`config.mk`:
```
export PLATFORM = sky130hd
export DESIGN_NAME = note_scheduler
export DESIGN_NICKNAME = d
export VERILOG_FILES = /design/src/rtl/rhythm_pkg.sv /design/src/rtl/note_slot_alloc.sv /design/src/rtl/note_scheduler.sv
export SDC_FILE = /design/constraint.sdc
export NUM_CORES = 1
export LEC_CHECK = 0
export CAP_MARGIN = 5
export CORE_MARGIN = 8
export CORE_UTILIZATION = 45
export DETAILED_ROUTE_END_ITERATION = 16
export GPL_TIMING_DRIVEN = 0
export PLACE_DENSITY = 0.7
export SETUP_SLACK_MARGIN = 0.2
export SYNTH_ARGS = -nofsm -noshare
export SYNTH_HDL_FRONTEND = slang
export SYNTH_SLANG_ARGS = --single-unit
```
`constraint.sdc`:
```
create_clock -name frame_clk -period 65.7 [get_ports frame_clk]
set_input_delay 9.855 -clock frame_clk [delete_from_list [all_inputs] [get_ports frame_clk]]
set_output_delay 9.855 -clock frame_clk [all_outputs]
set_load 0.02 [all_outputs]
```
`src/rtl/rhythm_pkg.sv`:
```
`default_nettype none
// ============================================================================
//  Module   : rhythm_pkg
//  Purpose  : Shared types and constants for the falling-arrow note scheduler:
//             game state encoding, control/lane keycodes and chart word fields.
//  Revision : 1.0  initial release
// ============================================================================
package rhythm_pkg;

   typedef enum logic [1:0] {
      ST_IDLE  = 2'd0,
      ST_FETCH = 2'd1,
      ST_RUN   = 2'd2,
      ST_DONE  = 2'd3
   } game_state_t;

   localparam logic [7:0] KEY_START   = 8'h2c;
   localparam logic [7:0] KEY_RESTART = 8'h01;

   localparam int NUM_LANES = 4;

   localparam logic [7:0] KEY_LEFT  = 8'h50;
   localparam logic [7:0] KEY_DOWN  = 8'h51;
   localparam logic [7:0] KEY_UP    = 8'h52;
   localparam logic [7:0] KEY_RIGHT = 8'h4f;

   // Indexed by lane number: lane0=left, lane1=down, lane2=up, lane3=right
   localparam logic [NUM_LANES-1:0][7:0] LANE_KEY = {KEY_RIGHT, KEY_UP, KEY_DOWN, KEY_LEFT};

   // Chart word layout: [15]=last entry, [14:13]=lane, [12:0]=launch frame
   localparam int CH_LAST_BIT = 15;
   localparam int CH_LANE_HI  = 14;
   localparam int CH_LANE_LO  = 13;
   localparam int CH_FRAME_HI = 12;
   localparam int CH_FRAME_LO = 0;

endpackage
`default_nettype wire

```
`src/rtl/note_slot_alloc.sv`:
```
`default_nettype none
// ============================================================================
//  Module   : note_slot_alloc
//  Purpose  : Lowest-index free slot priority encoder for arrow launches.
//  Revision : 1.0  initial release
// ============================================================================
module note_slot_alloc
   import rhythm_pkg::*;
#(
   parameter int NUM_SLOTS = 8,
   parameter int IDX_W     = 3
)(
   input  logic [NUM_SLOTS-1:0] free_mask,
   output logic [IDX_W-1:0]     free_idx,
   output logic                 free_found
);

   // Scan from the top down so the lowest free index is the last one written
   always_comb begin
      free_idx   = '0;
      free_found = 1'b0;
      for (int i = NUM_SLOTS - 1; i >= 0; i--) begin
         if (free_mask[i]) begin
            free_idx   = IDX_W'(i);
            free_found = 1'b1;
         end
      end
   end

endmodule
`default_nettype wire

```
`src/rtl/note_scheduler.sv`:
```
`default_nettype none
// ============================================================================
//  Module   : note_scheduler
//  Purpose  : Chart-driven arrow sequencer. Fetches timed notes from a chart
//             ROM, launches them into free slots, moves arrows once per frame,
//             judges hits/misses from two keycodes and keeps score/combo.
//  Revision : 1.0  initial release
// ============================================================================
module note_scheduler
   import rhythm_pkg::*;
#(
   parameter int NUM_SLOTS = 8,
   parameter int CHART_AW  = 8,
   parameter int Y_START   = 100,
   parameter int Y_MAX     = 400,
   parameter int HIT_LO    = 340,
   parameter int ARROW_H   = 40
)(
   input  logic                     frame_clk,
   input  logic                     Reset,
   input  logic [7:0]               keycode,
   input  logic [7:0]               keycode_second,
   output logic [CHART_AW-1:0]      chart_addr,
   input  logic [15:0]              chart_data,
   output logic [NUM_SLOTS-1:0]     slot_active,
   output logic [2*NUM_SLOTS-1:0]   slot_lane,
   output logic [10*NUM_SLOTS-1:0]  slot_y,
   output logic [15:0]              score,
   output logic [7:0]               combo,
   output logic                     hit_pulse,
   output logic                     miss_pulse,
   output logic [1:0]               game_state
);

   localparam int         IDX_W     = (NUM_SLOTS > 1) ? $clog2(NUM_SLOTS) : 1;
   localparam logic [9:0] Y_START_V = 10'(Y_START);
   // Window limits re-expressed on the top edge so no adder is needed per compare
   localparam logic [9:0] MISS_Y    = 10'(Y_MAX - ARROW_H);
   localparam logic [9:0] HIT_Y     = 10'(HIT_LO - ARROW_H);

   game_state_t                  state_q, state_d;
   logic [12:0]                  frame_cnt_q, frame_cnt_d;
   logic [CHART_AW-1:0]          chart_addr_q, chart_addr_d;
   logic [15:0]                  pending_q, pending_d;
   logic                         pending_valid_q, pending_valid_d;
   logic                         refill_q, refill_d;
   logic                         chart_done_q, chart_done_d;
   logic [NUM_SLOTS-1:0]         active_q, active_d;
   logic [NUM_SLOTS-1:0][1:0]    lane_q, lane_d;
   logic [NUM_SLOTS-1:0][9:0]    y_q, y_d;
   logic [15:0]                  score_q, score_d;
   logic [7:0]                   combo_q, combo_d;
   logic                         hit_q, hit_d;
   logic                         miss_q, miss_d;
   logic [NUM_LANES-1:0]         press_prev_q, press_prev_d;
   logic [NUM_LANES-1:0]         pressed_now;
   logic [NUM_LANES-1:0]         press_edge;
   logic [NUM_SLOTS-1:0]         free_mask;
   logic [IDX_W-1:0]             free_idx;
   logic                         free_found;

   // Slots freed during this frame stay unavailable until the next one
   assign free_mask = ~active_q;

   note_slot_alloc #(
      .NUM_SLOTS (NUM_SLOTS),
      .IDX_W     (IDX_W)
   ) u_alloc (
      .free_mask  (free_mask),
      .free_idx   (free_idx),
      .free_found (free_found)
   );

   // A lane is held when either keycode matches its key
   always_comb begin
      pressed_now = '0;
      for (int l = 0; l < NUM_LANES; l++) begin
         pressed_now[l] = (keycode == LANE_KEY[l]) || (keycode_second == LANE_KEY[l]);
      end
   end

   assign press_edge = pressed_now & ~press_prev_q;

   // Game sequencing: next state, slot movement, judging and launching
   always_comb begin
      logic       found;
      int         best;
      logic [9:0] best_y;

      found           = 1'b0;
      best            = 0;
      best_y          = '0;
      state_d         = state_q;
      frame_cnt_d     = frame_cnt_q;
      chart_addr_d    = chart_addr_q;
      pending_d       = pending_q;
      pending_valid_d = pending_valid_q;
      refill_d        = refill_q;
      chart_done_d    = chart_done_q;
      active_d        = active_q;
      lane_d          = lane_q;
      y_d             = y_q;
      score_d         = score_q;
      combo_d         = combo_q;
      hit_d           = 1'b0;
      miss_d          = 1'b0;
      press_prev_d    = pressed_now;

      unique case (state_q)
         ST_IDLE: begin
            // Address is pinned to 0 so the ROM already presents entry 0 in FETCH
            press_prev_d = '0;
            chart_addr_d = '0;
            frame_cnt_d  = '0;
            if (keycode == KEY_START) state_d = ST_FETCH;
         end

         ST_FETCH: begin
            pending_d       = chart_data;
            pending_valid_d = 1'b1;
            state_d         = ST_RUN;
         end

         ST_RUN: begin
            frame_cnt_d = frame_cnt_q + 13'd1;

            if (refill_q) begin
               pending_d       = chart_data;
               pending_valid_d = 1'b1;
               refill_d        = 1'b0;
            end

            for (int s = 0; s < NUM_SLOTS; s++) begin
               if (active_q[s]) begin
                  y_d[s] = y_q[s] + 10'd1;
                  if (y_d[s] >= MISS_Y) begin
                     active_d[s] = 1'b0;
                     miss_d      = 1'b1;
                  end
               end
            end

            // Per lane, the lowest arrow on screen inside the window is the one hit
            for (int l = 0; l < NUM_LANES; l++) begin
               found  = 1'b0;
               best   = 0;
               best_y = '0;
               if (press_edge[l]) begin
                  for (int s = 0; s < NUM_SLOTS; s++) begin
                     if (active_d[s] && (lane_q[s] == 2'(l)) && (y_d[s] >= HIT_Y) &&
                         (y_d[s] < MISS_Y) && (!found || (y_d[s] > best_y))) begin
                        found  = 1'b1;
                        best   = s;
                        best_y = y_d[s];
                     end
                  end
                  if (found) begin
                     active_d[best] = 1'b0;
                     hit_d          = 1'b1;
                     if (score_d != 16'hFFFF) score_d = score_d + 16'd1;
                     if (combo_d != 8'hFF)    combo_d = combo_d + 8'd1;
                  end
               end
            end

            if (miss_d) combo_d = '0;

            // Launch uses the previous-frame pending state: at most one per two frames
            if (pending_valid_q && free_found &&
                (frame_cnt_d >= pending_q[CH_FRAME_HI:CH_FRAME_LO])) begin
               active_d[free_idx] = 1'b1;
               lane_d[free_idx]   = pending_q[CH_LANE_HI:CH_LANE_LO];
               y_d[free_idx]      = Y_START_V;
               pending_valid_d    = 1'b0;
               if (pending_q[CH_LAST_BIT]) begin
                  chart_done_d = 1'b1;
               end else begin
                  chart_addr_d = chart_addr_q + CHART_AW'(1);
                  refill_d     = 1'b1;
               end
            end

            if (chart_done_d && (active_d == '0)) state_d = ST_DONE;
         end

         ST_DONE: begin
            if (keycode == KEY_RESTART) begin
               state_d         = ST_IDLE;
               frame_cnt_d     = '0;
               chart_addr_d    = '0;
               pending_d       = '0;
               pending_valid_d = 1'b0;
               refill_d        = 1'b0;
               chart_done_d    = 1'b0;
               active_d        = '0;
               lane_d          = '0;
               y_d             = '0;
               score_d         = '0;
               combo_d         = '0;
            end
         end
      endcase
   end

   // State and datapath registers
   always_ff @(posedge frame_clk) begin
      if (Reset) begin
         state_q         <= ST_IDLE;
         frame_cnt_q     <= '0;
         chart_addr_q    <= '0;
         pending_q       <= '0;
         pending_valid_q <= 1'b0;
         refill_q        <= 1'b0;
         chart_done_q    <= 1'b0;
         active_q        <= '0;
         lane_q          <= '0;
         y_q             <= '0;
         score_q         <= '0;
         combo_q         <= '0;
         hit_q           <= 1'b0;
         miss_q          <= 1'b0;
         press_prev_q    <= '0;
      end else begin
         state_q         <= state_d;
         frame_cnt_q     <= frame_cnt_d;
         chart_addr_q    <= chart_addr_d;
         pending_q       <= pending_d;
         pending_valid_q <= pending_valid_d;
         refill_q        <= refill_d;
         chart_done_q    <= chart_done_d;
         active_q        <= active_d;
         lane_q          <= lane_d;
         y_q             <= y_d;
         score_q         <= score_d;
         combo_q         <= combo_d;
         hit_q           <= hit_d;
         miss_q          <= miss_d;
         press_prev_q    <= press_prev_d;
      end
   end

   assign chart_addr  = chart_addr_q;
   assign slot_active = active_q;
   assign slot_lane   = lane_q;
   assign slot_y      = y_q;
   assign score       = score_q;
   assign combo       = combo_q;
   assign hit_pulse   = hit_q;
   assign miss_pulse  = miss_q;
   assign game_state  = state_q;

endmodule
`default_nettype wire
```
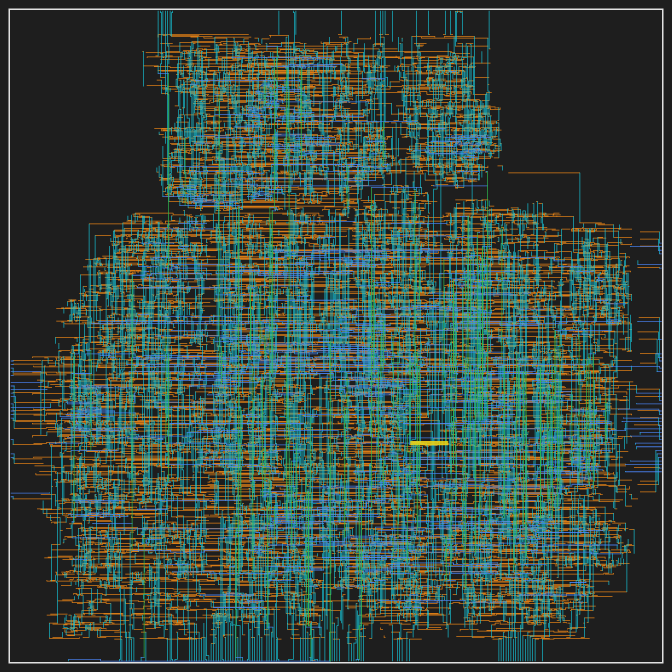
*Routed metal, one color a layer, run 1*
Key: M5 = yellow [wire length 12.9 um]; M2 = cyan [wire length 40.0 mm]; M4 = green [wire length 4680 um]; M1 = orange [wire length 41.7 mm]; M3 = blue [wire length 9380 um]

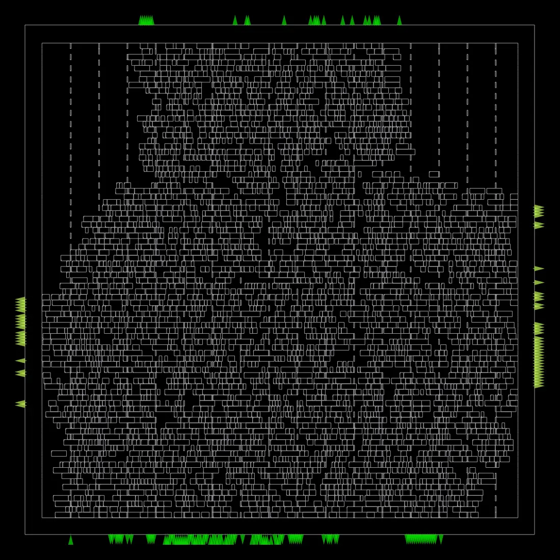
*Placement view, run 1*
total number of sequential cells: 176
Tapcells: 696
proportion of cell area occupied by registers: 0.1272
fin cells: 4295
core occupancy in the finished layout: 0.5168

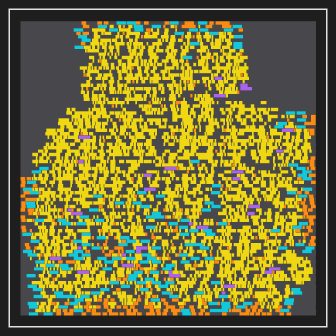
*Cells colored by class, run 1*
Fill, decap, tap and diode cells in gray.
Key: remaining buffers and delay cells = orange [cells 347, share of their area 9.0%]; clock drivers and dummy loads = purple [cells 32, share of their area 2.3%]; registers = cyan [cells 176, share of their area 13%]; remaining logic cells = yellow [cells 3044, share of their area 76%]

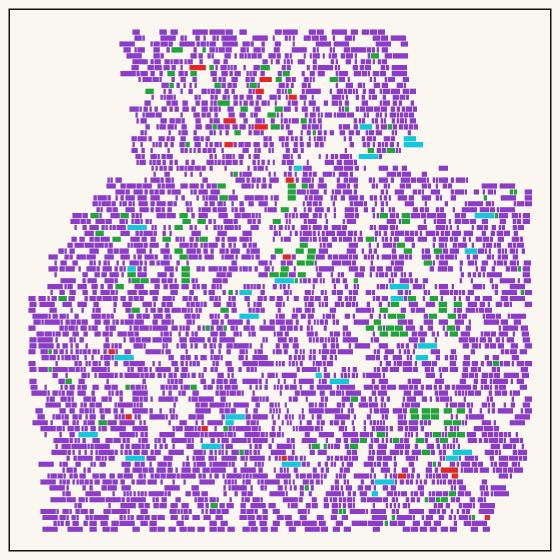
*Sizing map, run 1*
Key: x3 and x4 = red [cells 17, share 0.47%]; x6 and larger = cyan [cells 29, share 0.81%, most used clkbuf_16]; x2 = green [cells 155, share 4.3%, most used mux2_2]; x1 and smaller = purple [cells 3398, share 94%, most used nor2_1]

## run 1: routing by layer
| layer | vias up | share of wire |
|---|---|---|
| li1 | 12880 | - |
| met1 | 12760 | 0.44 |
| met2 | 1445 | 0.42 |
| met3 | 235 | 0.098 |
| met4 | 2 | 0.049 |
| met5 | - | 0.00013 |
## run 1: state kept, by name, indices dropped and copies added (netlist names)
register	flops
slot_active	8
hit_pulse	1
chart_addr	8
score	16
slot_lane	16
game_state	2
pending_valid_q	1
press_prev_q	4
chart_done_q	1
combo	8
frame_cnt_q	13
pending_q	16
miss_pulse	1
refill_q	1
slot_y	80
## run 1: tightest hold or removal path, stage by stage, from the launching register on
cell and delay (ns):
sky130_fd_sc_hd__dfxtp_1 0.32, sky130_fd_sc_hd__nand2_1 0.05, sky130_fd_sc_hd__a21oi_1 0.05
==> results.json, run 1 <==
{
  "run_status": "finished, final reports clean",
  "die_height_um": 248.2,
  "synth.lib_cells_used.distinct": 102,
  "cts_max_level": 4,
  "ys.flop_type": "sky130_fd_sc_hd__dfxtp_1",
  "simple_gate_share": 0.2741,
  "design.final.nets": 3944,
  "post-place-cells": 4263,
  "power.density_nw_per_um2": 9.094,
  "report.final.setup_viol": 0,
  "ys_top_cells_by_count": "330 x sky130_fd_sc_hd__nor2_1, 324 x sky130_fd_sc_hd__ha_1, 296 x sky130_fd_sc_hd__nand2_1",
  "detail_route.wl_per_cell_um": 22.30,
  "die_w_um": 248.2,
  "cp.buffers_inverters": 10,
  "hp-start": "pending_q[11]$_SDFFE_PP0P_",
  "synth.yosys.num_cells": 3337,
  "powerSeq_uw": 109,
  "netlist.top_cell.by_area": "sky130_fd_sc_hd__ha_1",
  "place_ws_ns": 29.85,
  "use_met2": 0.4520,
  "enable_flop_cells": 0,
  "critical-path-slowest-cell": "sky130_fd_sc_hd__a211oi_1",
  "timing.critical_path.arrival_ns": 37.61,
  "worstSetupEndpointType": "flip-flop",
  "antenna-diode-count": 0,
  "timing.final.ws_setup_ns": 28.47,
  "clock_insertion_delay_worst_skew_ns": 0.51,
  "n_multi_input_combinational_cell": 2903,
  "holdWs_ns": 0.4565,
  "final.signal_buffer_count": 347,
  "share_clk_of_total_power": 0.449,
  "synth_cells": 3337,
  "area_leaders": "sky130_fd_sc_hd__ha_1 17%, sky130_fd_sc_hd__dfxtp_1 15%, sky130_fd_sc_hd__a21oi_1 5.4%, sky130_fd_sc_hd__nor2_1 5.1%, sky130_fd_sc_hd__nand2_1 4.6%",
  "first_global_vias": 24140,
  "timing.final.hold_violations": 0,
  "total_leakage_power_nw": 11.02,
  "yosys_chip_area_sq_um": 24260,
  "post_route_cells_drive_above_1_share": 0.05585,
  "p_int_uw": 171.1,
  "synth_largest_type_area_fraction": 0.1671,
  "cap_violations": 0,
  "slowest_delay_ns": 0.95,
  "crit_fanout": 11,
  "drt_drc_violations_left": 0,
  "fin_tns_setup_ns": 0
}
### Wires at chosen ports, followed through buffers, run 1

Scale bar: 50 um.
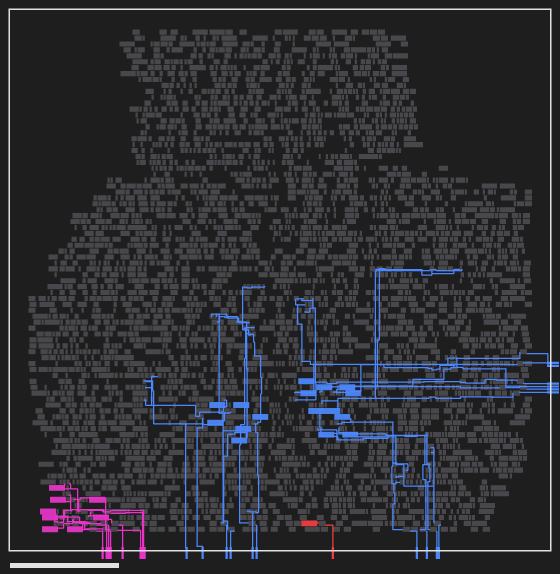

==> inputs of run 2 (changes only) <==
clock period = 35.5 ns   (was 65.7 ns; I/O delays follow)
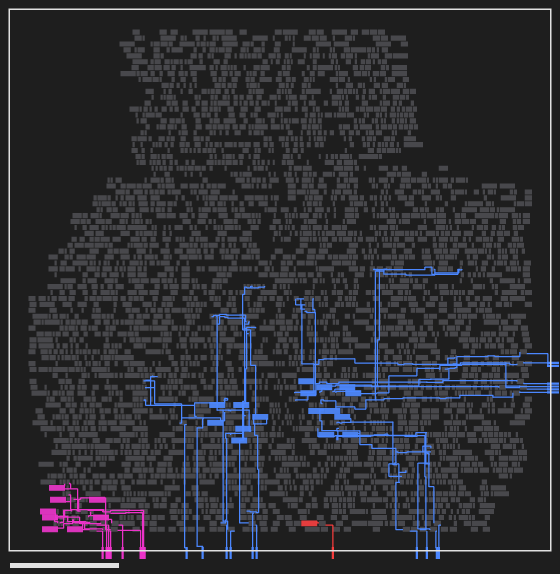
*Wires at chosen ports, followed through buffers, run 2*
Scale bar: 50 um.
Key: miss_pulse = red [bits 1, direction output, edge south, end cells 1, buffers 1, wire 15.9 um]; slot_lane = blue [bits 16, direction output, edge 10 south, 6 east, end cells 16, buffers 16, wire 2370 um]; chart_addr = magenta [bits 8, direction output, edge south, end cells 8, buffers 8, wire 360 um]

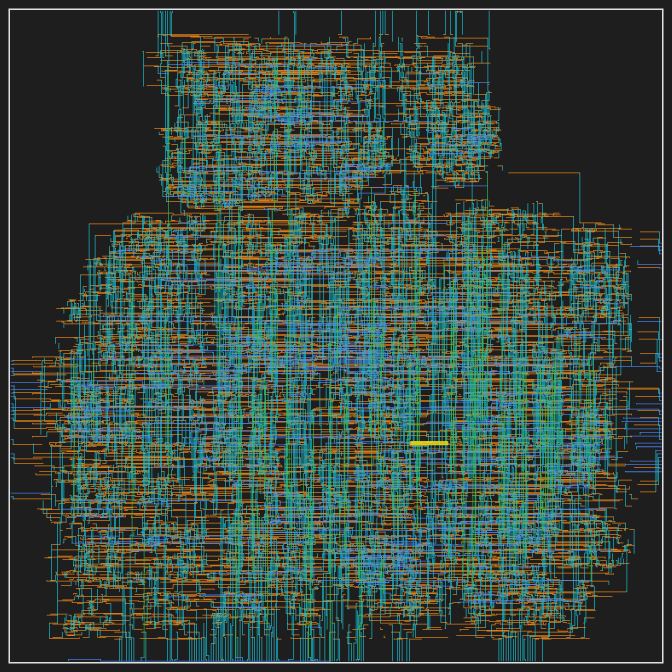
*Routed metal, one color a layer, run 2*
Key: M1 = orange [wire length 41.6 mm]; M4 = green [wire length 4610 um]; M2 = cyan [wire length 40.1 mm]; M3 = blue [wire length 9330 um]; M5 = yellow [wire length 12.9 um]

==> results.json, run 2 <==
{
  "die_w_um": 248.2,
  "report.final.setup_viol": 0,
  "postSynth.asyncResetShare": 0,
  "ys_top_cells_by_count": "330 x sky130_fd_sc_hd__nor2_1, 324 x sky130_fd_sc_hd__ha_1, 296 x sky130_fd_sc_hd__nand2_1",
  "power.total_uw": 467.5,
  "design.final.nets": 3943,
  "met3RoutedLength_um": 9332,
  "cts-hold-fix-buffers": 0,
  "cp_top_family": "AND-OR/OR-AND gates",
  "max_slew.worst_pin.slew_ns": 1.347,
  "largest_register_ffs": 80,
  "timing.final.ws_setup_ns": 1.863,
  "fin_tns_setup_ns": 0,
  "place_ws_ns": -0.3463,
  "synth_largest_type_area_fraction": 0.1671,
  "timing.critical_path.arrival_ns": 34.02,
  "simple_gate_share": 0.2741,
  "enable_flop_cells": 0,
  "holdWs_ns": 0.4560,
  "post_route_skew_ns": 0.02000,
  "rsz0062_at_grt": "false",
  "ys.flop_type": "sky130_fd_sc_hd__dfxtp_1",
  "crit_fanout": 11,
  "detail_route.wl_per_cell_um": 22.28,
  "drt_drc_violations_left": 0,
  "synth.yosys.num_cells": 3337,
  "crit_path_start": "slot_y[0]$_SDFFE_PP0P_",
  "final_layout_top_logic_cells": "329 x sky130_fd_sc_hd__nor2_1, 324 x sky130_fd_sc_hd__ha_1, 295 x sky130_fd_sc_hd__nand2_1",
  "wirelength_met1_um": 41580,
  "post_route_cells_drive_above_1_share": 0.05976,
  "category_of_the_worst_setup_path_launch_point": "flip-flop",
  "total_leakage_power_nw": 11.04,
  "worstReg2RegStart": "slot_y[0]$_SDFFE_PP0P_",
  "wire_length_of_the_first_global_routing_pass_um": 144200,
  "synth.lib_cells_used.distinct": 102,
  "grt_antenna_before_repair": 1,
  "antenna-diode-count": 0,
  "cts_max_level": 4,
  "area_leaders": "sky130_fd_sc_hd__ha_1 17%, sky130_fd_sc_hd__dfxtp_1 15%, sky130_fd_sc_hd__a21oi_1 5.4%, sky130_fd_sc_hd__nor2_1 5.1%, sky130_fd_sc_hd__nand2_1 4.6%",
  "met2_wirelength_um": 40130,
  "die_height_um": 248.2,
  "grt_util_met3": 0.04867,
  "clock_insertion_delay_worst_skew_ns": 0.51,
  "totalWireLength_um": 95660,
  "post-place-cells": 4263,
  "cp.buffers_inverters": 9,
  "synth-compound-area-share": 0.2571,
  "worstSetupEndpointType": "flip-flop",
  "hp-start": "pending_q[11]$_SDFFE_PP0P_",
  "first_global_vias": 24150,
  "run_status": "finished, final reports clean",
  "power.density_nw_per_um2": 16.82,
  "yosys_chip_area_sq_um": 24260,
  "global_route.peak_usage_layer": "met2",
  "timing.hold.worst.class": "reg2reg",
  "use_met2": 0.4529,
  "muxShareOfSynthArea": 0.05591,
  "maxUsedRoutingLayer": "met5",
  "cap_violations": 0,
  "critical-path-slowest-cell": "sky130_fd_sc_hd__or4b_2",
  "detail_route.first_pass.iterations": 6,
  "slowest_delay_ns": 0.64,
  "synth_cells": 3337,
  "timing.final.hold_violations": 0,
  "netlist.top_cell.by_area": "sky130_fd_sc_hd__ha_1"
}
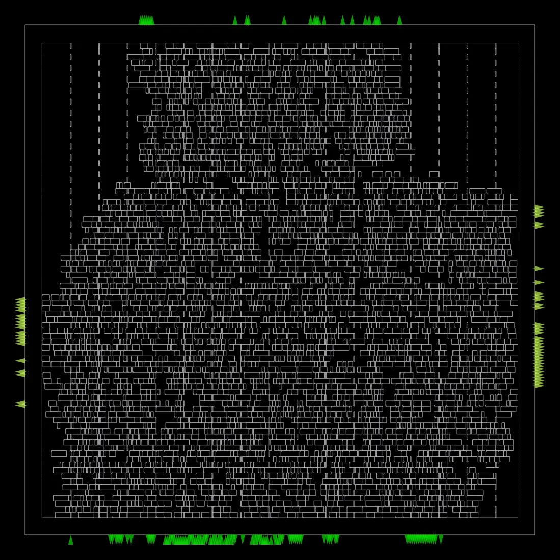
*Placement view, run 2*
proportion of cell area occupied by registers: 0.1268
core occupancy in the finished layout: 0.5185
fin cells: 4294
number of placement rows: 85
Std-Cell Core Area: 53600 sq um

## run 2: cell counts after synthesis
Identical to the previous run, type by type.
## run 2: area by class of cell
cell class / count / area, sq um
inverters: 141 / 529.3
repair buffers: 175 / 1747
multi-input cells: 2903 / 19830
fillers: 5383 / 25810
clock buffers: 17 / 425.4
well taps: 696 / 870.8
clock inverters: 15 / 187.7
flip-flops and latches: 176 / 3523
plain buffers: 171 / 679.4
## run 2: power breakdown
group / total [mW] / internal [mW] / leakage, nW / switching [mW]
sequential: 0.202 / 0.200 / 1.42 / 0.00219
combinational: 0.0553 / 0.0208 / 9.33 / 0.0345
clock: 0.210 / 0.0960 / 0.292 / 0.114
total: 0.467 / 0.317 / 11.0 / 0.151
Power is estimated from default activity; no workload was simulated.
